[config.mk]
export PLATFORM = sky130hd
export DESIGN_NAME = tx_sequencer
export DESIGN_NICKNAME = d
export VERILOG_FILES = /design/src/rtl/tx_sequencer.sv
export SDC_FILE = /design/constraint.sdc
export NUM_CORES = 1
export LEC_CHECK = 0
export CAP_MARGIN = 20
export CORE_MARGIN = 4
export CORE_UTILIZATION = 40
export DETAILED_ROUTE_END_ITERATION = 6
export PLACE_DENSITY = 0.57
export SYNTH_ARGS = -nofsm -noshare
export SYNTH_HDL_FRONTEND = slang
export SYNTH_SLANG_ARGS = --single-unit
[constraint.sdc]
create_clock -name clk -period 3.8 [get_ports clk]
set_input_delay 0.76 -clock clk [delete_from_list [all_inputs] [get_ports clk]]
set_output_delay 0.76 -clock clk [all_outputs]
set_load 0.005 [all_outputs]
[src/rtl/tx_sequencer.sv]
// Frame sequencer: streams preamble, sync word, length header and RAM payload
// to the byte serializer with a valid/ready handshake.
module tx_sequencer #(
    parameter int unsigned PREAMBLE_LEN  = 4,
    parameter logic [7:0]  PREAMBLE_BYTE = 8'h55,
    parameter logic [15:0] SYNC_WORD     = 16'h2DD4,
    parameter int unsigned RAM_DEPTH     = 1000
) (
    input  logic       clk,
    input  logic       reset_n,
    input  logic       i_transmit,
    input  logic [9:0] i_msg_length,
    input  logic [7:0] i_ram_data,
    output logic       o_rd,
    output logic [9:0] o_ram_addr,
    output logic [7:0] o_byte,
    output logic       o_valid,
    input  logic       i_ready,
    output logic       o_busy,
    output logic       o_tx_done
);

    localparam int unsigned AW = 10;
    localparam int unsigned DW = 8;
    localparam int unsigned SW = 4;

    typedef enum logic [2:0] {
        IDLE,
        PREAMBLE,
        SYNC,
        HDR,
        FETCH,
        RAMWAIT,
        SEND,
        DONE
    } state_t;

    state_t        state, state_nx;
    logic [SW-1:0] sub, sub_nx;
    logic [AW-1:0] cnt, cnt_nx;
    logic [AW-1:0] len, len_nx;
    logic [AW-1:0] addr_nx;
    logic [DW-1:0] byte_nx;
    logic          valid_nx, rd_nx, done_nx, busy_nx;
    logic          prev;
    logic          accept;
    logic          start;
    logic [AW-1:0] len_clamp;
    logic [AW-1:0] cnt_inc;

    assign accept    = o_valid && i_ready;
    assign start     = i_transmit && !prev;
    assign len_clamp = (i_msg_length > AW'(RAM_DEPTH)) ? AW'(RAM_DEPTH) : i_msg_length;
    assign cnt_inc   = cnt + AW'(1);

    // State and registered outputs
    always_ff @(posedge clk or negedge reset_n) begin
        if (!reset_n) begin
            state      <= IDLE;
            sub        <= '0;
            cnt        <= '0;
            len        <= '0;
            prev       <= 1'b0;
            o_rd       <= 1'b0;
            o_ram_addr <= '0;
            o_byte     <= '0;
            o_valid    <= 1'b0;
            o_busy     <= 1'b0;
            o_tx_done  <= 1'b0;
        end else begin
            state      <= state_nx;
            sub        <= sub_nx;
            cnt        <= cnt_nx;
            len        <= len_nx;
            prev       <= i_transmit;
            o_rd       <= rd_nx;
            o_ram_addr <= addr_nx;
            o_byte     <= byte_nx;
            o_valid    <= valid_nx;
            o_busy     <= busy_nx;
            o_tx_done  <= done_nx;
        end
    end

    // Next state; each transition preloads the byte the next state presents
    always_comb begin
        state_nx = state;
        sub_nx   = sub;
        cnt_nx   = cnt;
        len_nx   = len;
        addr_nx  = o_ram_addr;
        byte_nx  = o_byte;
        valid_nx = o_valid;
        rd_nx    = 1'b0;
        done_nx  = 1'b0;

        case (state)
            IDLE: begin
                valid_nx = 1'b0;
                if (start) begin
                    state_nx = PREAMBLE;
                    len_nx   = len_clamp;
                    cnt_nx   = '0;
                    addr_nx  = '0;
                    sub_nx   = '0;
                    byte_nx  = PREAMBLE_BYTE;
                    valid_nx = 1'b1;
                end
            end
            PREAMBLE: begin
                if (accept) begin
                    if (sub == SW'(PREAMBLE_LEN - 1)) begin
                        state_nx = SYNC;
                        sub_nx   = '0;
                        byte_nx  = SYNC_WORD[15:8];
                    end else begin
                        sub_nx  = sub + SW'(1);
                        byte_nx = PREAMBLE_BYTE;
                    end
                end
            end
            SYNC: begin
                if (accept) begin
                    if (sub == '0) begin
                        sub_nx  = SW'(1);
                        byte_nx = SYNC_WORD[7:0];
                    end else begin
                        state_nx = HDR;
                        sub_nx   = '0;
                        byte_nx  = {6'b0, len[9:8]};
                    end
                end
            end
            HDR: begin
                if (accept) begin
                    if (sub == '0) begin
                        sub_nx  = SW'(1);
                        byte_nx = len[7:0];
                    end else begin
                        valid_nx = 1'b0;
                        if (len != '0) begin
                            state_nx = FETCH;
                            rd_nx    = 1'b1;
                            addr_nx  = cnt;
                        end else begin
                            state_nx = DONE;
                            done_nx  = 1'b1;
                        end
                    end
                end
            end
            FETCH: begin
                state_nx = RAMWAIT;
            end
            RAMWAIT: begin
                state_nx = SEND;
                byte_nx  = i_ram_data;
                valid_nx = 1'b1;
            end
            SEND: begin
                if (accept) begin
                    cnt_nx   = cnt_inc;
                    valid_nx = 1'b0;
                    if (cnt_inc == len) begin
                        state_nx = DONE;
                        done_nx  = 1'b1;
                    end else begin
                        state_nx = FETCH;
                        rd_nx    = 1'b1;
                        addr_nx  = cnt_inc;
                    end
                end
            end
            DONE: begin
                state_nx = IDLE;
                valid_nx = 1'b0;
            end
            default: begin
                state_nx = IDLE;
                valid_nx = 1'b0;
            end
        endcase

        busy_nx = (state_nx != IDLE);
    end

endmodule

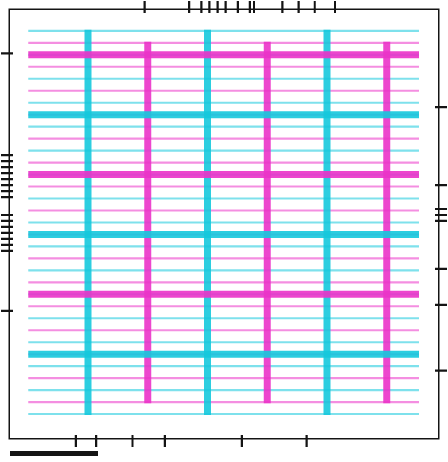
Figure 1: floorplan with the power grid.
Bar = 20 um. Pins as bars on the die edge.
Key: magenta = VDD; cyan = VSS
The core has 32 rows. 6 straps on met5. 6 straps on met4. 33 met1 rails follow the rows. 44 signal pins sit on the boundary.
worst vdd ir: 242 uV
Die Y-Extent: 97.2 um
Die W: 97.2 um
core area: 7730 um2

==> impl_metrics.csv <==
group,metric,value,unit
outcome,status,"finished clean",
placed_design,place_ws,0.715,ns
cells_and_area,antenna_cells,0,
logic_synthesis,ys_sh_adder,0.0181,
pwr,p_int,1.44,mW
logic_synthesis,fp_nets,394,
cells_and_area,fillCellCount,768,
critical_path,crit_path_cell_trace,"ha_1, and2_1, nand2_4, or3_4, a211oi_4, a41oi_4, mux2_2",
logic_synthesis,edf_count,0,
route,drtAntennaViolNets,0,
placed_design,dp_cells,495,
logic_synthesis,yosys_warnings,0,
pwr,powerDensity,664,nW/um2
logic_synthesis,logic_family,"AND-OR/OR-AND gates",
logic_synthesis,top_cell,"nand2_1",
route,drc,0,
logic_synthesis,top_cells_by_count,"67 x nand2_1, 50 x dfrtp_1, 37 x o21ai_0",
logic_synthesis,synth_top_area_share,0.393,
critical_path,r2r_start,"cnt[0]$_DFFE_PN0P_",
logic_synthesis,synth_cell_types,59,
critical_path,critPathKind,"reg2reg",
critical_path,cp_num_buf_inv,0,
placed_design,place.gp.congestion,0.852,
cells_and_area,ff_count,50,
logic_synthesis,ys_cells,368,
cts,post_cts_buffers,0,
min_path,hp-class,"in2async",
cts,cts_inserted_buffers,5,
critical_path,crit_start,"cnt[0]$_DFFE_PN0P_",
floorplanning,taps,102,
cells_and_area,logic_gates,285,
global_route,grt_pass1_wl,13.8,mm
final_timing,clock_skew,0.00968,ns
pwr,combinationalPowerShare,0.499,
route,wl_met1,3.97,mm
route,drt-pass1-iter-count,5,
global_route,gr-usage-met3,0.0258,
logic_synthesis,topCellsByArea,"dfrtp_1 39%, nand2_1 7.9%, o21ai_0 5.8%",
logic_synthesis,xor_area_frac,0.0358,
final_timing,holdWs,0.451,ns
cts,cts_max_level,2,
logic_synthesis,async_reset_ff_frac,1.00,
route,wl_met2,3.71,mm
placed_design,placed_cell_area,3680,um2
cells_and_area,final_cells,503,
logic_synthesis,synthCells,368,
cells_and_area,reg_top3,"cnt (10), len (10), o_ram_addr (10)",
cts,hold_buffers,0,
route,wl_met3,396,um
pwr,pg_comb,1.26,mW
critical_path,cp.arrival,2.98,ns
cts,root_buffer,"clkbuf_8",
logic_synthesis,ff_type,"dfrtp_1",
final_timing,rsz0062_at_grt,"no",
final_timing,maxSlewHeadroom,0.473,
floorplanning,num_rows,32,
cells_and_area,buffers,49,
critical_path,r2r-end,"o_ram_addr[9]$_DFFE_PN0P_",
route,viasPerCell,5.71,
final_timing,fin_ws,1.02,ns
cells_and_area,final-seq-area,1250,um2
cts,clock-sinks,50,
final_timing,max_freq,359,MHz
critical_path,cp_top_family,"simple AND/OR/NAND/NOR gates",
global_route,grt_util_met2,0.277,
critical_path,r2r_slack,1.02,ns
cts,clk_latency,0.31,ns
cells_and_area,top_area_cell_class,"combinational gates",
cells_and_area,drive_gt1_frac,0.0973,
cts,cts_resized,0,
critical_path,slowest_stage,"dfrtp_1",
route,wl,8.20,mm
critical_path,worst_path_largest_cell_delay,0.51,ns
pwr,switching_share,0.428,
final_timing,hold_viol,0,
logic_synthesis,synth_compound_gate_area_share,0.225,
route,first_iter_violations,136,
pwr,clockPowerShare,0.155,
critical_path,path_depth,7,
global_route,grt_max_degree,27,
final_timing,finalCriticalPeriod,2.78,ns
logic_synthesis,syn_area,3180,um2
critical_path,crit_path_end_kind,"flip-flop",
global_route,met1_usage,0.253,
route,vias,2871,
critical_path,crit_fanout,9,
cells_and_area,final_cell_mix,"67 x nand2_1, 50 x dfrtp_1, 42 x clkdlybuf4s50_1",
floorplanning,die_area,9450,um2
cts,clk_pin_slew_worst_paths,0.10,ns
cts,cts_tree,"yes",
global_route,antenna_found_initial,0,
pwr,clk-power,0.390,mW
final_timing,setup-violations-final,0,
final_timing,setup_tns,0,ns
logic_synthesis,simple_gate_share,0.225,
route,wl_per_cell,16.3,um
critical_path,critical_path.endpoint,"o_ram_addr[9]$_DFFE_PN0P_",
critical_path,worstSetupStartpointType,"flip-flop",
cells_and_area,comb_share,0.471,
cells_and_area,inverters,9,
logic_synthesis,avgSynthCellArea,8.65,um2
floorplanning,io_pins,44,
cells_and_area,area_growth,19.2,%
global_route,grt_pass1_vias,2712,
cells_and_area,combGateArea,1790,um2
logic_synthesis,ys_seq_elements,50,
pwr,p_leak,1.61,nW
pwr,power_top_consumer,"combinational logic",
pwr,power_frac_seq,0.347,
final_timing,drv_slew,0,
logic_synthesis,ys_area,3180,um2
cts,clock_path_buffers,2,
logic_synthesis,ys_seq_share,0.393,
pwr,switchingPower,1.08,mW
critical_path,reg2regPathDepth,7,
cells_and_area,fin_nets,426,
placed_design,port_buffers,43,
floorplanning,fp_util,0.412,
pwr,seq-power,0.874,mW
flow_run,cap_viol_max_count,0,
placed_design,hpwlAfterDp,6.10,mm
final_timing,finalCritPeriodShare,0.732,
logic_synthesis,mux_share,0.0582,
route,top_layer,"met4",
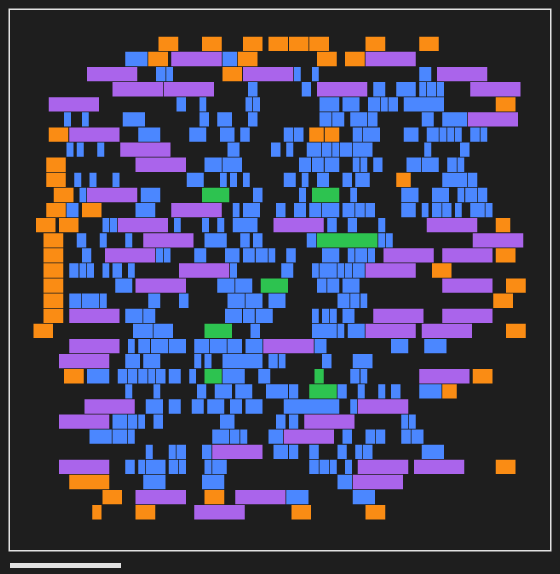
Figure 2: cell classes on the final placement.
Bar = 20 um.
Key: blue = combinational and other logic [cells 294, share of their area 50%]; purple = sequential cells [cells 50, share of their area 34%]; green = clock drivers and dummy loads [cells 8, share of their area 3.1%]; orange = remaining buffers and delay cells [cells 49, share of their area 13%]
Final Util: 0.491
flop share of the area: 0.330
post-route cell area: 3800 um2

Power and IR drop assume default switching activity.
